**Run 1: sizing map**

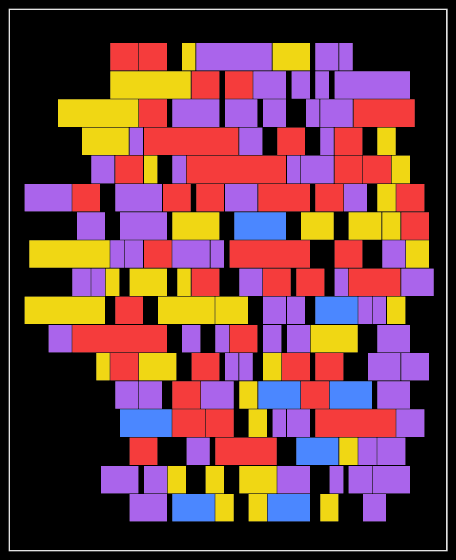
**Run 1: metal 1**

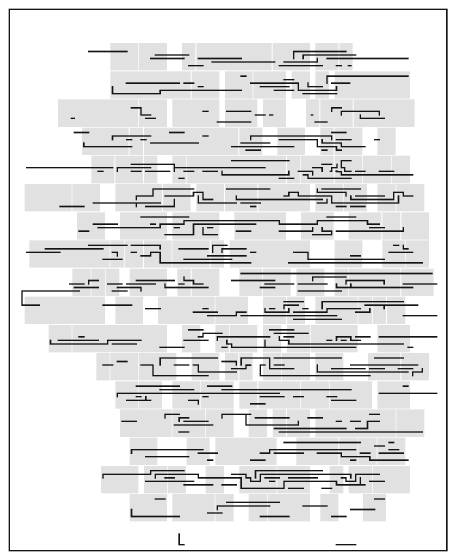
**Run 1: met2 routing**

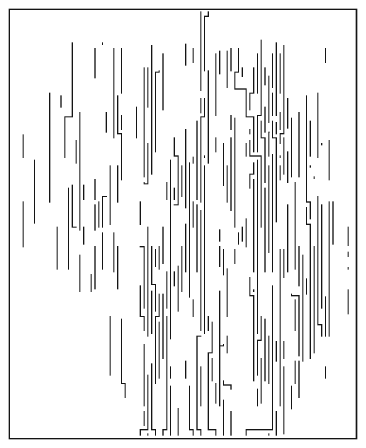
==> config.mk <==
export PLATFORM = sky130hd
export DESIGN_NAME = pipeline_ctrl
export DESIGN_NICKNAME = d
export VERILOG_FILES = /design/src/rtl/cpu_pkg.sv /design/src/rtl/opcode_decoder.sv /design/src/rtl/pipeline_ctrl.sv
export SDC_FILE = /design/constraint.sdc
export NUM_CORES = 1
export LEC_CHECK = 0
export CAP_MARGIN = 20
export CORE_ASPECT_RATIO = 1.25
export CORE_UTILIZATION = 35
export CTS_CLUSTER_SIZE = 28
export DETAILED_ROUTE_END_ITERATION = 6
export GPL_TIMING_DRIVEN = 0
export PLACE_DENSITY = 0.7
export SYNTH_ARGS = -nofsm -noshare
export SYNTH_HDL_FRONTEND = slang
export SYNTH_SLANG_ARGS = --single-unit
==> constraint.sdc <==
create_clock -name clk -period 1.9 [get_ports clk]
set_input_delay 0.285 -clock clk [delete_from_list [all_inputs] [get_ports clk]]
set_output_delay 0.285 -clock clk [all_outputs]
set_load 0.01 [all_outputs]
==> reports/summary.json <==
{
  "outcome": {"value": "finished, violations left"},
  "violated_checks": {"value": "negative setup slack"},
  "first_pass_iters": {"value": 4},
  "clock_power_share": {"value": 10.7, "unit": "%"},
  "cts_repair_resize_count": {"value": 87},
  "number_of_enable_type_register_cells_in_the_synthesized_netlist": {"value": 0},
  "setup-violations-final": {"value": 6},
  "ys_sh_simple": {"value": 39.0, "unit": "%"},
  "worstSkewPairLatency": {"value": 0.24, "unit": "ns"},
  "gr-usage-all-layers": {"value": 21.6, "unit": "%"},
  "placed_cell_area": {"value": 987, "unit": "um^2"},
  "detailed_place_hpwl": {"value": 1310, "unit": "um"},
  "place_worst_setup_slack": {"value": -0.841, "unit": "ns"},
  "placed_cells": {"value": 138},
  "clock_sinks": {"value": 6},
  "crit_cells": {"value": 8},
  "floorplan.die.height": {"value": 52.1, "unit": "um"},
  "ff2ff_path_depth": {"value": 10},
  "start_kind": {"value": "register"},
  "layout.filler_cells": {"value": 144},
  "cts_hold_repair.buffers": {"value": 0},
  "area_share_of_the_largest_cell_type_after_synthesis": {"value": 17.1, "unit": "%"},
  "clockBufferDepth": {"value": 2},
  "utilization": {"value": 71.3, "unit": "%"},
  "first_iteration_detailed_routing_drc_count": {"value": 10},
  "synthTopCellsByArea": {"value": "sky130_fd_sc_hd__dfxtp_1 17%, sky130_fd_sc_hd__ha_1 8.9%, sky130_fd_sc_hd__nor2_1 5.3%"},
  "main_kind_of_combinational_logic_by_area": {"value": "simple AND/OR/NAND/NOR gates"},
  "cp_cell_instances": {"value": "inv_2 -> ha_4 -> nand2b_4 -> nor3_4 -> nand3b_1 -> buf_6 -> nor4_4 -> buf_2"},
  "ys_chip_area": {"value": 703, "unit": "um^2"},
  "core_area": {"value": 1830, "unit": "um^2"},
  "worstPathArrival": {"value": 1.78, "unit": "ns"},
  "critical_path.max_fanout": {"value": 4},
  "syn_area_per_cell": {"value": 7.56, "unit": "um^2"},
  "final_min_period_over_clock_period": {"value": 109, "unit": "%"},
  "flip_flop_and_latch_area": {"value": 125, "unit": "um^2"},
  "detail_route.vias_per_cell": {"value": 5.30},
  "static-leakage-power": {"value": 0.595, "unit": "nW"},
  "actual_transition_at_the_worst_max_transition_pin": {"value": 0.371, "unit": "ns"},
  "layoutNonFillerInstCount": {"value": 170},
  "timing.max_cap.violations": {"value": 0},
  "timing.hold.ws": {"value": 0.476, "unit": "ns"},
  "number_of_antenna_violations_at_the_first_check_in_global_routing": {"value": 0},
  "synth-cells-yosys": {"value": 93},
  "clock_skew": {"value": 0.00456, "unit": "ns"},
  "seq_area_frac_synth": {"value": 17.1, "unit": "%"},
  "power.internal": {"value": 0.667, "unit": "mW"},
  "grt_max_degree": {"value": 11},
  "asyncSetResetFlopFracSynth": {"value": 0, "unit": "%"},
  "wirelength_met1": {"value": 1020, "unit": "um"},
  "routabilityCongestion": {"value": 0.764},
  "top_level_ports": {"value": 27},
  "synth-main-ff-cell": {"value": "sky130_fd_sc_hd__dfxtp_1"},
  "die_x": {"value": 42.1, "unit": "um"},
  "final.min_clock_period": {"value": 2.07, "unit": "ns"},
  "power.share.switching": {"value": 39.2, "unit": "%"},
  "row_count": {"value": 17},
  "uppermost_metal_layer_occupied_by_signal_nets": {"value": "met4"},
  "top_layout_cells": {"value": "28 x sky130_fd_sc_hd__buf_4, 10 x sky130_fd_sc_hd__nor2_1, 9 x sky130_fd_sc_hd__buf_2"},
  "synth.cells.most_frequent": {"value": "10 x sky130_fd_sc_hd__nor2_1, 7 x sky130_fd_sc_hd__inv_1, 6 x sky130_fd_sc_hd__dfxtp_1, 6 x sky130_fd_sc_hd__nand2_1"},
  "met2RoutedLength": {"value": 1230, "unit": "um"},
  "cp_data_required_time": {"value": 1.62, "unit": "ns"},
  "comb_power_share": {"value": 72.0, "unit": "%"},
  "detailroute.wirelength.met3": {"value": 68, "unit": "um"},
  "use_met3": {"value": 4.17, "unit": "%"},
  "top_cell": {"value": "sky130_fd_sc_hd__nor2_1"},
  "synthesis.nets": {"value": 109},
  "yosys.area_share.adder": {"value": 8.90, "unit": "%"},
  "p_switching": {"value": 0.430, "unit": "mW"},
  "clock_tree.htree_level_count": {"value": 1},
  "vdd.ir_drop.worst": {"value": 0.640, "unit": "mV"},
  "post-synth-top-area-cell": {"value": "sky130_fd_sc_hd__dfxtp_1"},
  "mux_share": {"value": 2.85, "unit": "%"},
  "fin_setup_tns": {"value": -0.679, "unit": "ns"},
  "ys_warn_count": {"value": 0},
  "worst-path-buf-inv": {"value": 3},
  "synthesis.instances": {"value": 93},
  "worst_setup_hold_path_clk_slew": {"value": 0.05, "unit": "ns"},
  "grt.overflow.total": {"value": 0},
  "hold_path_depth": {"value": 2},
  "worst_setup_path_end_kind": {"value": "output pin"},
  "xor_xnor_cells_area_fraction": {"value": 1.25, "unit": "%"},
  "post_route_cells_drive_above_1_share": {"value": 55.6, "unit": "%"},
  "chipArea": {"value": 2190, "unit": "um^2"},
  "antenna_cells": {"value": 0},
  "floorplan.core_util": {"value": 38.4, "unit": "%"},
  "cts.repair_timing.setup_buffer_count": {"value": 24},
  "synth_area": {"value": 703, "unit": "um^2"},
  "crit_type": {"value": "reg -> out"},
  "layout_top_cell_excl_fill_tap": {"value": "sky130_fd_sc_hd__buf_4"},
  "numPortBuffers": {"value": 26},
  "slew_headroom": {"value": 75.1, "unit": "%"},
  "grt_busiest_layer": {"value": "met2"},
  "rsz0062_at_grt": {"value": "true"},
  "hold_violations": {"value": 0},
  "pwr-share-seq": {"value": 17.3, "unit": "%"},
  "log.warning_count": {"value": 31},
  "cts_tree": {"value": "done"},
  "maximum_clock_frequency": {"value": 484, "unit": "MHz"},
  "detail-route-antenna-nets": {"value": 0},
  "first_pass_grt_wire_length": {"value": 3700, "unit": "um"},
  "via_count_of_the_first_global_routing_pass": {"value": 842},
  "slowest_delay": {"value": 0.32, "unit": "ns"},
  "post-route-drc-count": {"value": 0},
  "slowest_stage": {"value": "sky130_fd_sc_hd__dfxtp_2"},
  "finish.net_count": {"value": 169},
  "clock-root-buffer": {"value": "sky130_fd_sc_hd__clkbuf_4"},
  "post_synth_ao_oa_area_fraction": {"value": 21.4, "unit": "%"},
  "layout_setup_ws": {"value": -0.166, "unit": "ns"},
  "path_category_of_the_worst_min_delay_check": {"value": "reg -> reg"},
  "postSynthRegisterBits": {"value": 6},
  "timing.critical_path.max_delay_family": {"value": "simple AND/OR/NAND/NOR gates"},
  "cellPowerDensity": {"value": 841, "unit": "nW/um^2"},
  "numCtsBuffers": {"value": 3},
  "drv_slew": {"value": 0},
  "multi_input_comb_area": {"value": 637, "unit": "um^2"},
  "timing.reg2reg.setup_slack": {"value": 0.07, "unit": "ns"},
  "report.power.total": {"value": 1.10, "unit": "mW"},
  "synth.lib_cells_used.distinct": {"value": 38},
  "route.detailed.wl_per_inst": {"value": 13.8, "unit": "um"}
}
Back to the opening pictures, 'sizing map':
[yellow] x2 | cells: 35 | share: 23%
[purple] x1 and smaller | cells: 67 | share: 44%
[blue] x6 and larger | cells: 8 | share: 5.3%
[red] x3 and x4 | cells: 41 | share: 27%
synthesis-to-finish area growth: 85.4%
Worst Slack Setup Final: -0.166 ns
total non-filler cell area in the finished layout: 1300 um^2

Back to the opening pictures, 'metal 1':
share of all routed wire: 44%
wire length on this layer: 1020 um
main direction: horizontal
longest straight run: 18.4 um
nets with wire on the layer: 155
total wirelength of the detailed-routed design: 2340 um
GR Layer Usage met1: 24.5%
total number of vias: 901

Back to the opening pictures, 'met2 routing':
nets with wire on the layer: 151
main direction: vertical
met2 capacity usage during global routing: 40.9%

-- run 1: power by group through the flow --
| stage | combinational (mW) | sequential, mW | clock, mW |
|---|---|---|---|
| after global routing | 0.862 | 0.195 | 0.134 |
| after detailed placement | 0.455 | 0.186 | 0 |
| after floorplan | 0.337 | 0.181 | 0 |
| after CTS | 0.693 | 0.190 | 0.122 |
| final | 0.789 | 0.190 | 0.117 |
| after global placement | 0.438 | 0.183 | 0 |
-- run 1: area by class of cell --
type / instances / area share, %
buffer: 5 / 4.41
timing repair buffer: 55 / 31.6
multi-input combinational: 75 / 48.8
clock buffer: 3 / 1.73
inverter: 7 / 2.02
tap: 19 / 1.82
sequential: 6 / 9.60
Power and IR drop assume default switching activity.
